**Run 1: the metal 3 layer**

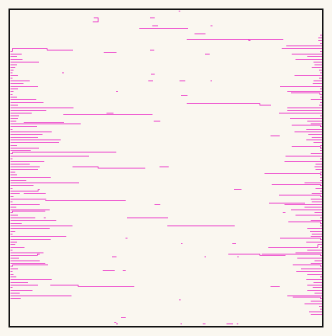
**Run 1: cell density map**

The die is cut into 16 by 16 equal tiles; white is low, dark blue is high, 0 to 100% covered.
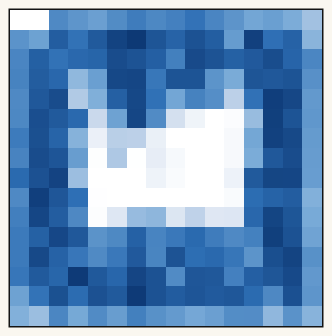
**Run 1: I/O pins on the die edge**

Pins as bars across the die edge, other pins in gray.
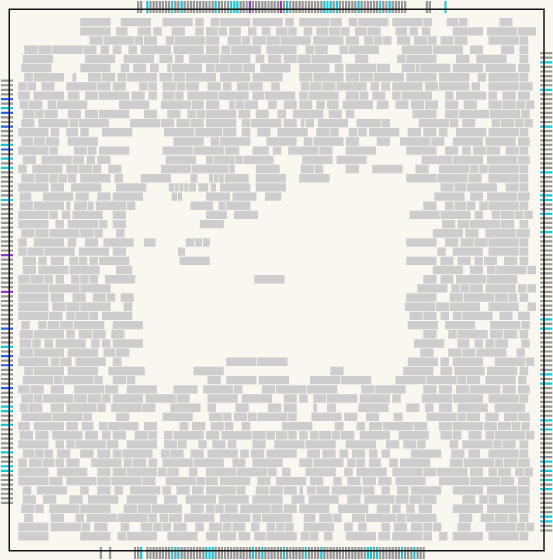
### src/rtl/axis_dest_demux_reg_if.sv
// Stream bundle for axis_dest_demux_reg: one AXI-Stream input, NMASTERS registered outputs.
// The slave modport is the demux's own view; master is the source/sink environment's view.
interface axis_dest_demux_reg_if #(
    parameter int NMASTERS   = 4,
    parameter int DATA_WIDTH = 64,
    parameter int DEST_WIDTH = 8,
    parameter int ID_WIDTH   = 1
);
    logic                           s_valid;
    logic                           s_ready;
    logic [DATA_WIDTH-1:0]          s_data;
    logic [DEST_WIDTH-1:0]          s_dest;
    logic [ID_WIDTH-1:0]            s_id;
    logic                           s_last;
    logic [NMASTERS-1:0]            m_valid;
    logic [NMASTERS-1:0]            m_ready;
    logic [NMASTERS*DATA_WIDTH-1:0] m_data;
    logic [NMASTERS*DEST_WIDTH-1:0] m_dest;
    logic [NMASTERS*ID_WIDTH-1:0]   m_id;
    logic [NMASTERS-1:0]            m_last;

    modport slave (
        input  s_valid, s_data, s_dest, s_id, s_last, m_ready,
        output s_ready, m_valid, m_data, m_dest, m_id, m_last
    );

    modport master (
        output s_valid, s_data, s_dest, s_id, s_last, m_ready,
        input  s_ready, m_valid, m_data, m_dest, m_id, m_last
    );
endinterface

### src/rtl/axis_dest_demux_reg.sv
// TDEST-routed AXI-Stream demux with a one-beat register per output; routing is fixed per packet.
// Define AXIS_DEMUX_DROP_EN to discard packets matching no master instead of sending them to the last one.
module axis_dest_demux_reg #(
    parameter int NMASTERS    = 4,
    parameter int DATA_WIDTH  = 64,
    parameter int DEST_WIDTH  = 8,
    parameter int ID_WIDTH    = 1,
    parameter int DEST_BASE   = 0,
    parameter int DEST_STRIDE = 1,
    parameter int DEST_RANGE  = 0
) (
    input logic                  aclk,
    input logic                  aresetn,
    axis_dest_demux_reg_if.slave bus
);
    localparam int SEL_W = $clog2(NMASTERS);

    typedef enum logic [1:0] {IDLE, ROUTE, DROP} state_t;

    state_t           state;
    logic [SEL_W-1:0] sel;
    logic [SEL_W-1:0] dec_sel;
    logic             accept;
`ifdef AXIS_DEMUX_DROP_EN
    logic             dec_hit;
`endif

    function automatic logic dest_match(input logic [DEST_WIDTH-1:0] dest, input int idx);
        longint lo;
        longint d;
        lo = longint'(DEST_BASE) + longint'(idx) * longint'(DEST_STRIDE);
        d  = longint'({{(64-DEST_WIDTH){1'b0}}, dest});
        return (d >= lo) && (d <= lo + longint'(DEST_RANGE));
    endfunction

    // Scan downwards so the lowest matching index is the one left standing.
    // NOTE: every always_comb output gets a default first, so no path can infer a latch.
    always_comb begin
        dec_sel = SEL_W'(NMASTERS - 1);
`ifdef AXIS_DEMUX_DROP_EN
        dec_hit = 1'b0;
`endif
        for (int i = NMASTERS - 1; i >= 0; i--) begin
            if (dest_match(bus.s_dest, i)) begin
                dec_sel = SEL_W'(i);
`ifdef AXIS_DEMUX_DROP_EN
                dec_hit = 1'b1;
`endif
            end
        end
    end

    always_comb begin
        bus.s_ready = 1'b0;
        case (state)
            ROUTE:   bus.s_ready = !bus.m_valid[sel] || bus.m_ready[sel];
`ifdef AXIS_DEMUX_DROP_EN
            DROP:    bus.s_ready = 1'b1;
`endif
            default: bus.s_ready = 1'b0;
        endcase
    end

    assign accept = (state == ROUTE) && bus.s_valid && bus.s_ready;

    // NOTE: sequential state uses non-blocking assignments so every register sees pre-edge values.
    always_ff @(posedge aclk or negedge aresetn) begin
        if (!aresetn) begin
            state <= IDLE;
            sel   <= '0;
        end else begin
            case (state)
                IDLE: begin
                    if (bus.s_valid) begin
                        sel <= dec_sel;
`ifdef AXIS_DEMUX_DROP_EN
                        state <= dec_hit ? ROUTE : DROP;
`else
                        state <= ROUTE;
`endif
                    end
                end
                ROUTE: begin
                    if (accept && bus.s_last) state <= IDLE;
                end
                DROP: begin
                    if (bus.s_valid && bus.s_last) state <= IDLE;
                end
                default: state <= IDLE;
            endcase
        end
    end

    // Each output register loads only from the selected master's accepted beat and
    // otherwise drains on its own ready, independent of what the input is doing.
    // NOTE: the payload registers are reset as well, since they are directly visible on the ports.
    always_ff @(posedge aclk or negedge aresetn) begin
        if (!aresetn) begin
            bus.m_valid <= '0;
            bus.m_data  <= '0;
            bus.m_dest  <= '0;
            bus.m_id    <= '0;
            bus.m_last  <= '0;
        end else begin
            for (int i = 0; i < NMASTERS; i++) begin
                if (accept && (sel == SEL_W'(i))) begin
                    bus.m_valid[i]                         <= 1'b1;
                    bus.m_data[i*DATA_WIDTH +: DATA_WIDTH] <= bus.s_data;
                    bus.m_dest[i*DEST_WIDTH +: DEST_WIDTH] <= bus.s_dest;
                    bus.m_id[i*ID_WIDTH +: ID_WIDTH]       <= bus.s_id;
                    bus.m_last[i]                          <= bus.s_last;
                end else if (bus.m_ready[i]) begin
                    bus.m_valid[i] <= 1'b0;
                end
            end
        end
    end
endmodule
### src/flat_wrapper.sv
// flat-port wrapper written by rule: the top's interface ports become plain ports
module axis_dest_demux_reg_flat 
#(
    parameter int NMASTERS    = 4,
    parameter int DATA_WIDTH  = 64,
    parameter int DEST_WIDTH  = 8,
    parameter int ID_WIDTH    = 1,
    parameter int DEST_BASE   = 0,
    parameter int DEST_STRIDE = 1,
    parameter int DEST_RANGE  = 0
)
  (aclk, aresetn, bus_s_valid, bus_s_data, bus_s_dest, bus_s_id, bus_s_last, bus_m_ready, bus_s_ready, bus_m_valid, bus_m_data, bus_m_dest, bus_m_id, bus_m_last);
  axis_dest_demux_reg_if #(.NMASTERS(NMASTERS), .DATA_WIDTH(DATA_WIDTH), .DEST_WIDTH(DEST_WIDTH), .ID_WIDTH(ID_WIDTH)) bus_i ();
  input logic aclk;
  input logic aresetn;
  input wire logic [$bits(bus_i.s_valid)-1:0] bus_s_valid;
  input wire logic [$bits(bus_i.s_data)-1:0] bus_s_data;
  input wire logic [$bits(bus_i.s_dest)-1:0] bus_s_dest;
  input wire logic [$bits(bus_i.s_id)-1:0] bus_s_id;
  input wire logic [$bits(bus_i.s_last)-1:0] bus_s_last;
  input wire logic [$bits(bus_i.m_ready)-1:0] bus_m_ready;
  output wire logic [$bits(bus_i.s_ready)-1:0] bus_s_ready;
  output wire logic [$bits(bus_i.m_valid)-1:0] bus_m_valid;
  output wire logic [$bits(bus_i.m_data)-1:0] bus_m_data;
  output wire logic [$bits(bus_i.m_dest)-1:0] bus_m_dest;
  output wire logic [$bits(bus_i.m_id)-1:0] bus_m_id;
  output wire logic [$bits(bus_i.m_last)-1:0] bus_m_last;
  assign bus_i.s_valid = bus_s_valid;
  assign bus_i.s_data = bus_s_data;
  assign bus_i.s_dest = bus_s_dest;
  assign bus_i.s_id = bus_s_id;
  assign bus_i.s_last = bus_s_last;
  assign bus_i.m_ready = bus_m_ready;
  assign bus_s_ready = bus_i.s_ready;
  assign bus_m_valid = bus_i.m_valid;
  assign bus_m_data = bus_i.m_data;
  assign bus_m_dest = bus_i.m_dest;
  assign bus_m_id = bus_i.m_id;
  assign bus_m_last = bus_i.m_last;
  axis_dest_demux_reg #(.NMASTERS(NMASTERS), .DATA_WIDTH(DATA_WIDTH), .DEST_WIDTH(DEST_WIDTH), .ID_WIDTH(ID_WIDTH), .DEST_BASE(DEST_BASE), .DEST_STRIDE(DEST_STRIDE), .DEST_RANGE(DEST_RANGE)) u_core (.aclk(aclk), .aresetn(aresetn), .bus(bus_i));
endmodule
### config.mk
export PLATFORM = sky130hd
export DESIGN_NAME = axis_dest_demux_reg_flat
export DESIGN_NICKNAME = d
export VERILOG_FILES = /design/src/rtl/axis_dest_demux_reg_if.sv /design/src/rtl/axis_dest_demux_reg.sv /design/src/flat_wrapper.sv
export SDC_FILE = /design/constraint.sdc
export NUM_CORES = 1
export LEC_CHECK = 0
export ABC_CLOCK_PERIOD_IN_PS = 3800
export CORE_AREA = 2 2 156 158
export CTS_CLUSTER_SIZE = 12
export DETAILED_ROUTE_END_ITERATION = 12
export DIE_AREA = 0 0 158 160
export PLACE_DENSITY = 0.9
export SLEW_MARGIN = 10
export SYNTH_ARGS = -nofsm -noshare
export SYNTH_HDL_FRONTEND = slang
export SYNTH_SLANG_ARGS = --single-unit
export TNS_END_PERCENT = 30
### constraint.sdc
create_clock -name aclk -period 3.8 [get_ports aclk]
set_input_delay 1.14 -clock aclk [delete_from_list [all_inputs] [get_ports aclk]]
set_output_delay 1.14 -clock aclk [all_outputs]
set_load 0.1 [all_outputs]
==> deck_impl_summary.md, run 1 <==
Physical Implementation Snapshot

Status
  • Outcome: complete, no violations

Final layout
  • Signal buf overhead: between 20% and 30%
  • Final clock-cell share: roughly 5.7%
  • Combinational fraction of the cell area: ~23%
  • Flop share of the area: around half
  • Layout cells sized above 1: 56.86%
  • Non-filler cells in the finished layout: 1388
  • Storage element area: 7582 um^2
  • Logic inverters: 0
  • Final net count: 1135
  • ANT cells: 0
  • Max reg flops: 256
  • Final Util: 66.07%
  • Post-route cell area: 15740 um^2
  • # clk buffers: 39
  • Non-clock buffers: 392
  • Regs by FF count: u_core.bus.m_data: 256 flops, u_core.bus.m_dest: 32 flops
  • FFs & Latches: 303
  • Multi-input comb cells: 327
  • Top cells excl fill/tap: dfrtp_1, buf_4, mux2_2
  • Largest cell class: sequential cells

Critical path
  • Slowest-stage cell, CP: mux4_2
  • Critical Path Start: bus_m_ready[3]
  • CP endpoint: bus_s_ready
  • Kind of critical path: in -> out
  • Crit-path cells: clkdlybuf4s50_1 > nand2b_4 > mux4_2 > and2_1 > buf_12
  • Reg2reg path depth: 4
  • Stages on worst setup path: 5
  • Critical path buffer and inverter count: 2
  • Worst R2R End: u_core.bus.m_data[13]
  • R2R Path Start: u_core.sel[0]
  • Crit path max fanout: 3
  • Critical path data required time: between 2000 and 3000 ps
  • Critical Path Max Stage Delay: 490 ps
  • CP Capture Type: primary output
  • Crit path arrival time: 2600 ps

Drt
  • WL met3: 2427 um
  • Final ANT Viol Nets: 0
  • Uppermost layer routed: met4
  • DR WL/cell: 20.59 um
  • Met2 Routed Length: around 15000 um
  • Number of iterations in the first detailed-routing pass: 4
  • Final wirelength: around 29000 um

Worst hold path
  • Hold Path Cell Cnt: 1
  • HP Start: u_core.bus.m_data[53]
  • Hold Path Class: reg -> reg

CTS
  • Post-CTS sizing: 4
  • Root Driver: clkbuf_16
  • H-tree depth: 1
  • CTS sink count: 303
  • Buffer count from post-CTS setup fixing: 0
  • Clk ins delay skew pair: 540 ps
  • Clock Pin Slew Worst Setup and Hold Paths: 60 ps

Synth
  • Synth Area per Inst: approximately 17 um^2
  • Yosys chip area: 11390 um^2
  • Synth warn: 0
  • Synth Cell Area: 11390 um^2
  • Post-synth EDFFs: 0
  • Synth Seq Share: about two thirds
  • Post-synth ARST share: 100.0%
  • Synth cell types: 22
  • Ys flops: approximately 300

Global route
  • Largest net degree at the start of global routing: 76
  • Antenna violations before repair: 0
  • Met1 Use GR: 25.65%
  • Global-route usage over all layers: 22.25%
  • GR Util met2: 39.72%
  • First-pass GRT wire length: between 40000 and 50000 um
  • Global route total overflow: 0
  • Vias in the first global route: 7849
  • M3 GR Usage: 6.676%

Floorplan
  • # IOs: ~380
  • CORE AREA: 23820 um^2
  • DIE WIDTH: 158 um
  • Floorplan utilization: between 40% and 50%
  • Row count: around 57
  • Die Y: 160 um
  • Die ar.: 25280 um^2

Placement
  • Placed cells: around 1.3k
  • GP Congestion: 0.7810
  • Dpl hpwl: 19380 um
  • PortBufs: approximately 380
  • Placed Area: 14820 um^2
  • Pre-CTS WS: -60.73 ps

Final timing
  • Final setup margin: 57.86 ps
  • Final Hold Fails: 0
  • Max_slew headroom: 65.91%
  • F_max: 267.2 MHz
  • Final hold slack: 484.7 ps
  • Minimum clock period: 3742 ps
  • Fin crit share: 98.48%
  • Max-slew violation count: 0
  • Final setup vio count: 0
  • Least-Margin Pin Slew: 511.3 ps

Flow run
  • Count of tool warnings: 26
  • Max-cap viol count: 0
About 'the metal 3 layer':
The layer holds 8.5% of the routed length. The longest straight run is 52.2 um. The wires run mostly horizontal.

About 'cell density map':
The fullest tile reaches 97%. The emptiest ninth of the die: center. 9.4% of the tiles are nearly empty. The mean over all tiles is 61%. 41% of the tiles are over 75% full.

About 'I/O pins on the die edge':
bus_m_valid: drawn in purple, pins 4, direction output, edge 2 left, 2 top. bus_s_dest: drawn in blue, pins 8, direction input, edge left. bus_s_data: drawn in cyan, pins 64, direction input, edge 20 right, 16 top, 16 bottom, 12 left.

[run 1: synthesized netlist by cell type, types with 2 or more instances]
library cell  instances  share of area (%)
dfrtp_1             303                 67
mux2_2              247                 24
mux2_1               49                4.8
buf_6                16                1.6
buf_2                 9               0.40
buf_4                 7               0.46
nand2b_1              5               0.27
nor2_1                5               0.16
a21oi_1               3               0.13
nand3_1               3               0.13
and3_1                2               0.11
nand2_1               2              0.066
nor2b_1               2               0.11
[run 1: cells by family (layout without fill, tap and decap cells)]
| family | Yosys count | in the layout | synth area share [%] |
|---|---|---|---|
| buffers and inverters | 32 | 434 | 2.439 |
| and+or+nand+nor | 26 | 26 | 1.330 |
| muxes | 297 | 297 | 29.47 |
| AOI/OAI and AO/OA | 4 | 4 | 0.1757 |
| DFF | 303 | 303 | 66.59 |
==> run 2, diff against run 1 <==
Settings changed: GPL_ROUTABILITY_DRIVEN set to 0.
**Run 2: the metal 3 layer**

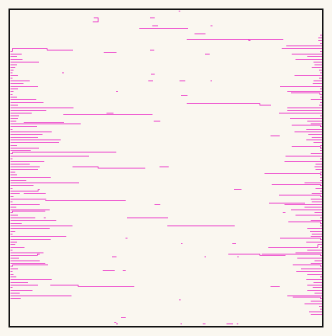
The wires run mostly horizontal. The layer carries 2430 um of wire. The layer holds 8.5% of the routed length.

**Run 2: cell outlines without signal wires**

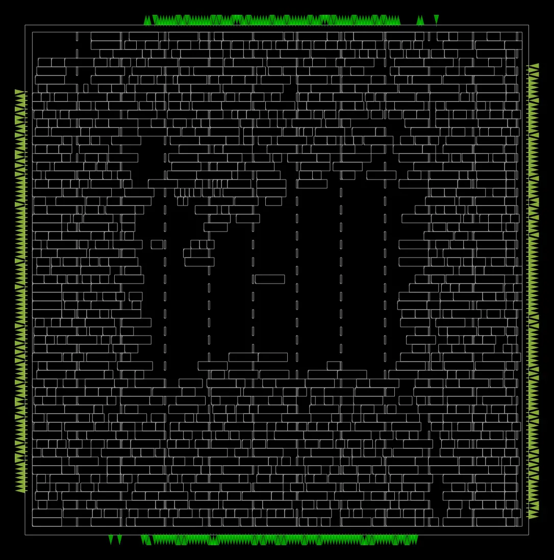
tap cells: 324
Final Util: 66.07%
row count: 57
CORE AREA: 23820 um^2
non-filler cells in the finished layout: 1388

==> deck_impl_summary.md, run 2 <==
Physical Implementation Snapshot

Synth
  • Commonest cells post-synth: dfrtp_1, mux2_2, mux2_1
  • Ys flops: 303 (unchanged)
  • Synth Seq Share: 66.59% (unchanged)
  • Syn Nets: 743
  • Post-synth ARST share: 100.0% (unchanged)
  • Synth Cell Area: 11390 um^2 (unchanged)
  • Synth Area per Inst: 17.20 um^2 (unchanged)
  • Yosys chip area: 11390 um^2 (unchanged)
  • Top cells, area: dfrtp_1, mux2_2, mux2_1
  • Top FF cell, synth: dfrtp_1
  • Synth cell types: 22 (unchanged)
  • Syn Inst Count: between 600 and 700
  • Synth warn: 0 (unchanged)
  • Post-synth EDFFs: 0 (unchanged)
  • Ys cells: between 600 and 700
  • Synth top area share: 66.59% (unchanged)
  • Yosys top cell by area: dfrtp_1
  • Top-count cell post-synth: dfrtp_1

Placement
  • Pre-CTS WS: -60.73 ps (unchanged)
  • Placed cells: 1346 (unchanged)
  • Dpl hpwl: 19380 um (unchanged)
  • PortBufs: 381 (unchanged)
  • Placed Area: 14820 um^2 (unchanged)

Final timing
  • Max-slew violation count: 0 (unchanged)
  • Fin crit share: 98.48% (unchanged)
  • F_max: 267.2 MHz (unchanged)
  • Minimum clock period: 3742 ps (unchanged)
  • Final hold slack: 484.7 ps (unchanged)
  • Least-Margin Pin Slew: 511.3 ps (unchanged)
  • Clock Skews: 12.86 ps
  • Final setup vio count: 0 (unchanged)
  • Unrepaired setup endpoints after global routing: no
  • Max_slew headroom: 65.91% (unchanged)
  • Final Hold Fails: 0 (unchanged)
  • Setup TNS: 0 ps
  • Final setup margin: 57.86 ps (unchanged)

Final layout
  • Final clock-cell share: 5.661% (unchanged)
  • Storage element area: 7582 um^2 (unchanged)
  • Layout cells sized above 1: 56.86% (unchanged)
  • Most numerous logic cell after layout: dfrtp_1
  • Non-clock buffers: 392 (unchanged)
  • Signal buf overhead: 20.80% (unchanged)
  • Regs by FF count: u_core.bus.m_data: 256 flops, u_core.bus.m_dest: 32 flops
  • Post-route cell area: 15740 um^2 (unchanged)
  • Multi-input comb cells: 327 (unchanged)
  • Fill count: around 1.7k
  • Combinational fraction of the cell area: 22.79% (unchanged)
  • Final net count: 1135 (unchanged)
  • Largest Register: u_core.bus.m_data
  • Top cells excl fill/tap: dfrtp_1, buf_4, mux2_2
  • ANT cells: 0 (unchanged)
  • Flop share of the area: 48.18% (unchanged)
  • FFs & Latches: 303 (unchanged)
  • Max reg flops: 256 (unchanged)
  • Logic inverters: 0 (unchanged)
  • # clk buffers: 39 (unchanged)
  • Largest cell class: sequential cells
  • Area Growth Syn to Fin: 38.20%
  • Logic area: roughly 3600 um^2

Critical path
  • Crit path max fanout: 3 (unchanged)
  • Worst R2R End: u_core.bus.m_data[13]
  • Crit-path cells: clkdlybuf4s50_1 > nand2b_4 > mux4_2 > and2_1 > buf_12
  • CP Capture Type: primary output
  • Slowest-stage cell, CP: mux4_2
  • Kind of critical path: in -> out
  • Reg2reg path depth: 4 (unchanged)
  • CP endpoint: bus_s_ready
  • R2R Path Start: u_core.sel[0]
  • Critical path data required time: 2660 ps (about the same)
  • FF-to-FF setup slack: 1950 ps
  • Critical Path Max Stage Delay: 490 ps (about the same)
  • Crit path arrival time: 2600 ps (about the same)
  • Critical Path Start: bus_m_ready[3]
  • Critical Path Source Type: input port

Drt
  • WL met3: 2427 um (unchanged)
  • DR WL/cell: 20.59 um (unchanged)
  • Met1 wire length: around 11000 um
  • DR DRC count: 0
  • Via count: between 7k and 8k
  • Final ANT Viol Nets: 0 (unchanged)
  • Routed vias/inst: 5.099
  • Initial DRC count: 307
  • Final wirelength: 28590 um (unchanged)
  • Met2 Routed Length: 14750 um (unchanged)
  • Uppermost layer routed: met4
  • Number of iterations in the first detailed-routing pass: 4 (unchanged)

Global route
  • Busiest grt layer: met2
  • Antenna violations before repair: 0 (unchanged)
  • M3 GR Usage: 6.676% (unchanged)
  • First-pass GRT wire length: 44100 um (unchanged)
  • Largest net degree at the start of global routing: 76 (unchanged)
  • GR Util met2: 39.72% (unchanged)
  • Met1 Use GR: 25.65% (unchanged)
  • Vias in the first global route: 7849 (unchanged)
  • Global route total overflow: 0 (unchanged)
  • Global-route usage over all layers: 22.25% (unchanged)

Flow run
  • Max-cap viol count: 0 (unchanged)
  • Count of tool warnings: 26 (unchanged)

Floorplan
  • Floorplan utilization: 47.80% (unchanged)
  • DIE WIDTH: 158 um (unchanged)
  • Die ar.: 25280 um^2 (unchanged)
  • # IOs: 382 (unchanged)
  • Die Y: 160 um (unchanged)

CTS
  • CTS tree: built
  • CTS Buffer Depth: 3
  • Clk ins delay skew pair: 540 ps (about the same)
  • Clock Pin Slew Worst Setup and Hold Paths: 60 ps (about the same)
  • Root Driver: clkbuf_16
  • Num CTS Buffers: 30
  • Hold_buf cts: 0
  • H-tree depth: 1 (unchanged)
  • CTS sink count: 303 (unchanged)

Worst hold path
  • HP Start: u_core.bus.m_data[53]
  • Hold Path Class: reg -> reg
  • Worst Hold Path EP: u_core.bus.m_data[53]
  • Hold Path Cell Cnt: 1 (unchanged)

Status
  • Outcome: complete, no violations
**Run 2: I/O pins on the die edge**

Pins as bars across the die edge, other pins in gray.
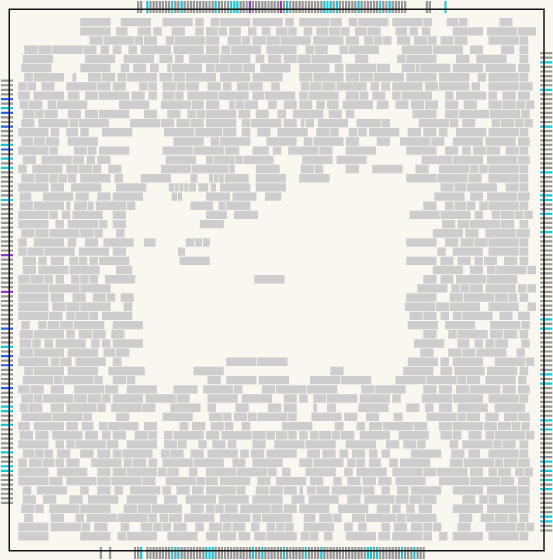
bus_m_valid: drawn in purple, pins 4, direction output, edge 2 left, 2 top. bus_s_data: drawn in cyan, pins 64, direction input, edge 20 right, 16 top, 16 bottom, 12 left. bus_s_dest: drawn in blue, pins 8, direction input, edge left.
All pins by edge: 105 right, 95 bottom, 93 left, 89 top.

==> run 2: cell families after synthesis <==
| group | count (synthesis) | synth area share, % |
|---|---|---|
| buf+inv | 32 | 2.439 |
| compound gates | 4 | 0.1757 |
| flops | 303 | 66.59 |
| simple gates | 26 | 1.330 |
| mux | 297 | 29.47 |
==> run 2: worst max-delay path, delay by kind of cell <==
kind                   cells  cell delay [ps]
and+or+nand+nor            2              370
buffers and inverters      2              590
muxes                      1              490
==> run 2: repair_timing <==
item	CTS	global route
pin swaps	0	0
setup buffers	0	0
resized	4	1
setup endpoints to repair	1	1
